### src/rtl/tdc_pkg.sv
// Shared types and constants for the TDC thermometer decoder.
// Optional bubble filter is enabled by defining TDC_BUBBLE_FILTER_EN.
package tdc_pkg;

    localparam int TDC_N        = 32;
    localparam int TDC_COARSE_W = 16;
    localparam int TDC_DROP_W   = 8;

    typedef enum logic [1:0] {
        IDLE   = 2'd0,
        FILTER = 2'd1,
        COUNT  = 2'd2,
        HOLD   = 2'd3
    } tdc_state_e;

    // Width needed to hold a count of 0..nt ones.
    function automatic int tdc_fine_w(input int nt);
        return $clog2(nt + 1);
    endfunction

endpackage

### src/rtl/tdc_popcount.sv
// Combinational binary adder tree counting the ones in a NT-bit vector.
// Leaves beyond NT are padded with zero up to the next power of two.
module tdc_popcount
    import tdc_pkg::*;
#(
    parameter int NT     = 128,
    parameter int FINE_W = tdc_fine_w(NT)
) (
    input  logic [NT-1:0]     bits,
    output logic [FINE_W-1:0] count
);

    localparam int LEVELS = (NT > 1) ? $clog2(NT) : 0;
    localparam int P      = 1 << LEVELS;

    genvar l, j;
    generate
        for (l = 0; l <= LEVELS; l++) begin : g_lvl
            logic [FINE_W-1:0] s [P >> l];
            for (j = 0; j < (P >> l); j++) begin : g_node
                if (l == 0) begin : g_leaf
                    if (j < NT) begin : g_bit
                        assign s[j] = FINE_W'(bits[j]);
                    end else begin : g_pad
                        assign s[j] = '0;
                    end
                end else begin : g_add
                    assign s[j] = g_lvl[l-1].s[2*j] + g_lvl[l-1].s[2*j+1];
                end
            end
        end
    endgenerate

    assign count = g_lvl[LEVELS].s[0];

endmodule

### src/rtl/tdc_therm_decoder.sv
// Captures a tap-chain thermometer code on hit, optionally bubble-filters it
// (TDC_BUBBLE_FILTER_EN), counts ones and pairs the result with a coarse time.
//
// state  | meaning
// IDLE   | waiting for hit; capture therm_in and coarse counter
// FILTER | majority filter (or pass-through) of captured code
// COUNT  | popcount and monotonic check into output registers
// HOLD   | out_valid high until out_ready handshake
module tdc_therm_decoder
    import tdc_pkg::*;
#(
    parameter int N        = TDC_N,
    parameter int COARSE_W = TDC_COARSE_W,
    parameter int FINE_W   = tdc_fine_w(N * 4),
    parameter int DROP_W   = TDC_DROP_W
) (
    input  logic                clk,
    input  logic                rst_n,
    input  logic [N*4-1:0]      therm_in,
    input  logic                hit,
    output logic                out_valid,
    input  logic                out_ready,
    output logic [FINE_W-1:0]   fine_code,
    output logic [COARSE_W-1:0] coarse_code,
    output logic                mono_err,
    output logic [DROP_W-1:0]   drop_cnt
);

    localparam int NT = N * 4;

    tdc_state_e          state;
    logic [NT-1:0]       cap_r;
    logic [NT-1:0]       filt_r;
    logic [NT-1:0]       filt_next;
    logic [COARSE_W-1:0] coarse_cnt;
    logic [COARSE_W-1:0] coarse_r;
    logic [FINE_W-1:0]   pop_sum;
    logic                mono_next;

`ifdef TDC_BUBBLE_FILTER_EN
    // Boundaries: below tap 0 is treated as 1, above the last tap as 0.
    logic [NT+1:0] ext;

    always_comb begin
        ext       = {1'b0, cap_r, 1'b1};
        filt_next = '0;
        for (int i = 0; i < NT; i++) begin
            filt_next[i] = (ext[i] & ext[i+1]) | (ext[i] & ext[i+2]) | (ext[i+1] & ext[i+2]);
        end
    end
`else
    always_comb begin
        filt_next = cap_r;
    end
`endif

    // A set bit directly above a clear bit means the code is not a clean thermometer.
    assign mono_next = |(filt_r[NT-1:1] & ~filt_r[NT-2:0]);

    tdc_popcount #(
        .NT     (NT),
        .FINE_W (FINE_W)
    ) u_popcount (
        .bits  (filt_r),
        .count (pop_sum)
    );

    always_ff @(posedge clk or negedge rst_n) begin
        if (!rst_n) begin
            coarse_cnt <= '0;
        end else begin
            coarse_cnt <= coarse_cnt + COARSE_W'(1);
        end
    end

    always_ff @(posedge clk or negedge rst_n) begin
        if (!rst_n) begin
            drop_cnt <= '0;
        end else if (hit && (state != IDLE) && (drop_cnt != '1)) begin
            drop_cnt <= drop_cnt + DROP_W'(1);
        end
    end

    always_ff @(posedge clk or negedge rst_n) begin
        if (!rst_n) begin
            state       <= IDLE;
            cap_r       <= '0;
            coarse_r    <= '0;
            filt_r      <= '0;
            out_valid   <= 1'b0;
            fine_code   <= '0;
            coarse_code <= '0;
            mono_err    <= 1'b0;
        end else begin
            case (state)
                IDLE: begin
                    if (hit) begin
                        cap_r    <= therm_in;
                        coarse_r <= coarse_cnt;
                        state    <= FILTER;
                    end
                end
                FILTER: begin
                    filt_r <= filt_next;
                    state  <= COUNT;
                end
                COUNT: begin
                    fine_code   <= pop_sum;
                    coarse_code <= coarse_r;
                    mono_err    <= mono_next;
                    out_valid   <= 1'b1;
                    state       <= HOLD;
                end
                HOLD: begin
                    if (out_ready) begin
                        out_valid <= 1'b0;
                        state     <= IDLE;
                    end
                end
                default: state <= IDLE;
            endcase
        end
    end

endmodule

### config.mk
export PLATFORM = sky130hd
export DESIGN_NAME = tdc_therm_decoder
export DESIGN_NICKNAME = d
export VERILOG_FILES = /design/src/rtl/tdc_pkg.sv /design/src/rtl/tdc_popcount.sv /design/src/rtl/tdc_therm_decoder.sv
export SDC_FILE = /design/constraint.sdc
export NUM_CORES = 1
export LEC_CHECK = 0
export CAP_MARGIN = 25
export CORE_ASPECT_RATIO = 0.9
export CORE_UTILIZATION = 50
export CTS_CLUSTER_SIZE = 30
export DETAILED_ROUTE_END_ITERATION = 8
export PLACE_DENSITY = 0.7
export RECOVER_POWER = 100
export SYNTH_ARGS = -nofsm -noshare
export SYNTH_HDL_FRONTEND = slang
export SYNTH_HIERARCHICAL = 1
export SYNTH_SLANG_ARGS = --single-unit
export TNS_END_PERCENT = 100
### constraint.sdc
create_clock -name clk -period 10.9 [get_ports clk]
set_input_delay 1.09 -clock clk [delete_from_list [all_inputs] [get_ports clk]]
set_output_delay 1.09 -clock clk [all_outputs]
set_load 0.05 [all_outputs]
==> qor.csv <==
stage;metric;value;unit
synth;ys_area;0.0164;mm2
floorplanning;die_h;174;um
detailed_routing;drc;36;
detailed_routing;viasPerCell;5.28;
final_timing;hold_viol;0;
synth;yosys-top-cells-area;dfrtp_1 (50%), mux2_2 (19%), fa_1 (14%);
outcome;violations;design-rule violations, max-capacitance violations, max-slew violations;
placed_design;place.gp.congestion;0.978;
detailed_routing;num_vias;9804;
critical_path;path_buffers;10;
final_timing;drv_slew;510;
clock_network;post_cts_resized;0;
outcome;status;finished, violations left;
global_route;grt_max_degree;107;
global_route;antenna_found_initial;2;
clock_network;clk_pin_slew_worst_paths;0.06;ns
critical_path;critPathLaunchType;flop;
synth;syn-num-nets;1519;
synth;synth-seq-cells;324;
final_timing;relSlewSlack;-2.78;
detailed_routing;detail_route.iter0.violations;548;
critical_path;cp_slowest_cell;fa_1;
detailed_routing;post_drt_wl_per_cell;20.8;um
critical_path;crit_fanout;4;
synth;ys_cells;1241;
placed_design;port_buffers;165;
critical_path;cp-end-kind;flop;
final_timing;setup_viol;0;
clock_network;clkLatencyLatePin;0.53;ns
job;cap_viol_max_count;7;
critical_path;cp.required;11.30;ns
final_timing;rsz0062_at_grt;false;
layout;fill_cells;2567;
## placed cells by master, fill, tap and decap left out, types with 2 or more instances in the layout
cell type          n
a2111oi_0         13
nand2_1           40
nor2b_1           39
o2111ai_1          3
and3_4             2
a21oi_1           15
xor2_1             7
nor4_1             4
clkbuf_1          14
clkdlybuf4s50_1  129
and4_1             2
nand2b_1           8
inv_1            200
or4_1              3
a21o_1             3
and3_1             2
dfrtp_1          324
clkinv_2           5
mux2_2           274
xnor2_1           19
nand3_1            9
bufinv_16          2
o22ai_1           13
nor2_1            22
clkbuf_8           7
and2_1             6
clkbuf_16         37
dlygate4sd3_1     35
nand4_1           10
o21ai_0           34
fa_1             115
ha_1              31
## logic make-up after synthesis
group	count (synthesis)	share of synthesized area
flops	324	0.496
xor+xnor	26	0.0139
buf+inv	235	0.0551
mux	274	0.189
fa+ha+maj	146	0.164
simple gates	149	0.0482
compound gates	87	0.0340
## worst paths after layout
kind,endpoint,cells after the start,startpoint
hold reg to reg,coarse_cnt[15]$_DFF_PN0_,1,coarse_cnt[15]$_DFF_PN0_
setup reg to reg,fine_code[6]$_DFFE_PN0P_,27,filt_r[107]$_DFFE_PN0N_
max in group asynchronous,cap_r[83]$_DFFE_PN0P_,3,rst_n
hold / removal,coarse_cnt[15]$_DFF_PN0_,1,coarse_cnt[15]$_DFF_PN0_
setup / recovery,fine_code[6]$_DFFE_PN0P_,27,filt_r[107]$_DFFE_PN0N_
min in group asynchronous,cap_r[10]$_DFFE_PN0P_,1,rst_n
## state kept, by name, summed over array words and instances (netlist names)
signal	count
filt_r	128
cap_r	128
out_valid	1
drop_cnt	8
coarse_code	16
coarse_cnt	16
coarse_r	16
state	2
mono_err	1
fine_code	8
## area by class of cell
cell class | count | area share
sequential | 324 | 0.414
clock inverter | 8 | 0.00480
multi-input combinational | 682 | 0.375
timing repair buffer | 172 | 0.0869
tap | 416 | 0.0266
antenna | 1 | 0.000128
clock buffer | 53 | 0.0540
inverter | 200 | 0.0384
## through the flow
step	instances	setup WS (ns)	util	cell area (um2)
4_1_cts	1854	3.41	0.612	19600
3_5_place_dp	1793	3.44	0.576	18400
2_1_floorplan	1241	3.79	-	16400
3_3_place_gp	1793	3.57	0.576	18400
5_1_grt	1855	2.09	0.610	19600
6_report	1856	3.40	0.611	19600
## routing by layer
layer | up-vias | share of wire | wire, um | track usage
li1 | 4413 | - | - | -
met1 | 5088 | 0.48 | 18700 | 0.376
met2 | 248 | 0.44 | 17200 | 0.360
met3 | 55 | 0.050 | 1940 | 0.0407
met4 | 0 | 0.022 | 833 | 0.0686
met5 | - | 0 | 0 | 0
met4.png
Supply wires on this layer in grey.
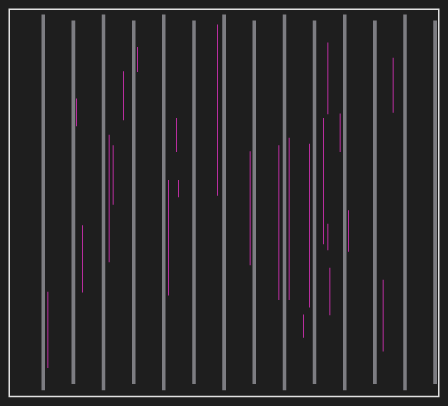
nets with wire on the layer = 14
longest straight run = 76.8 um
share of all routed wire = 2.2%

final_clocks.png
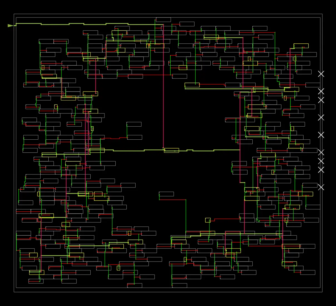
TritonCTS Sinks: 324
Worst Skew: 0.0142 ns

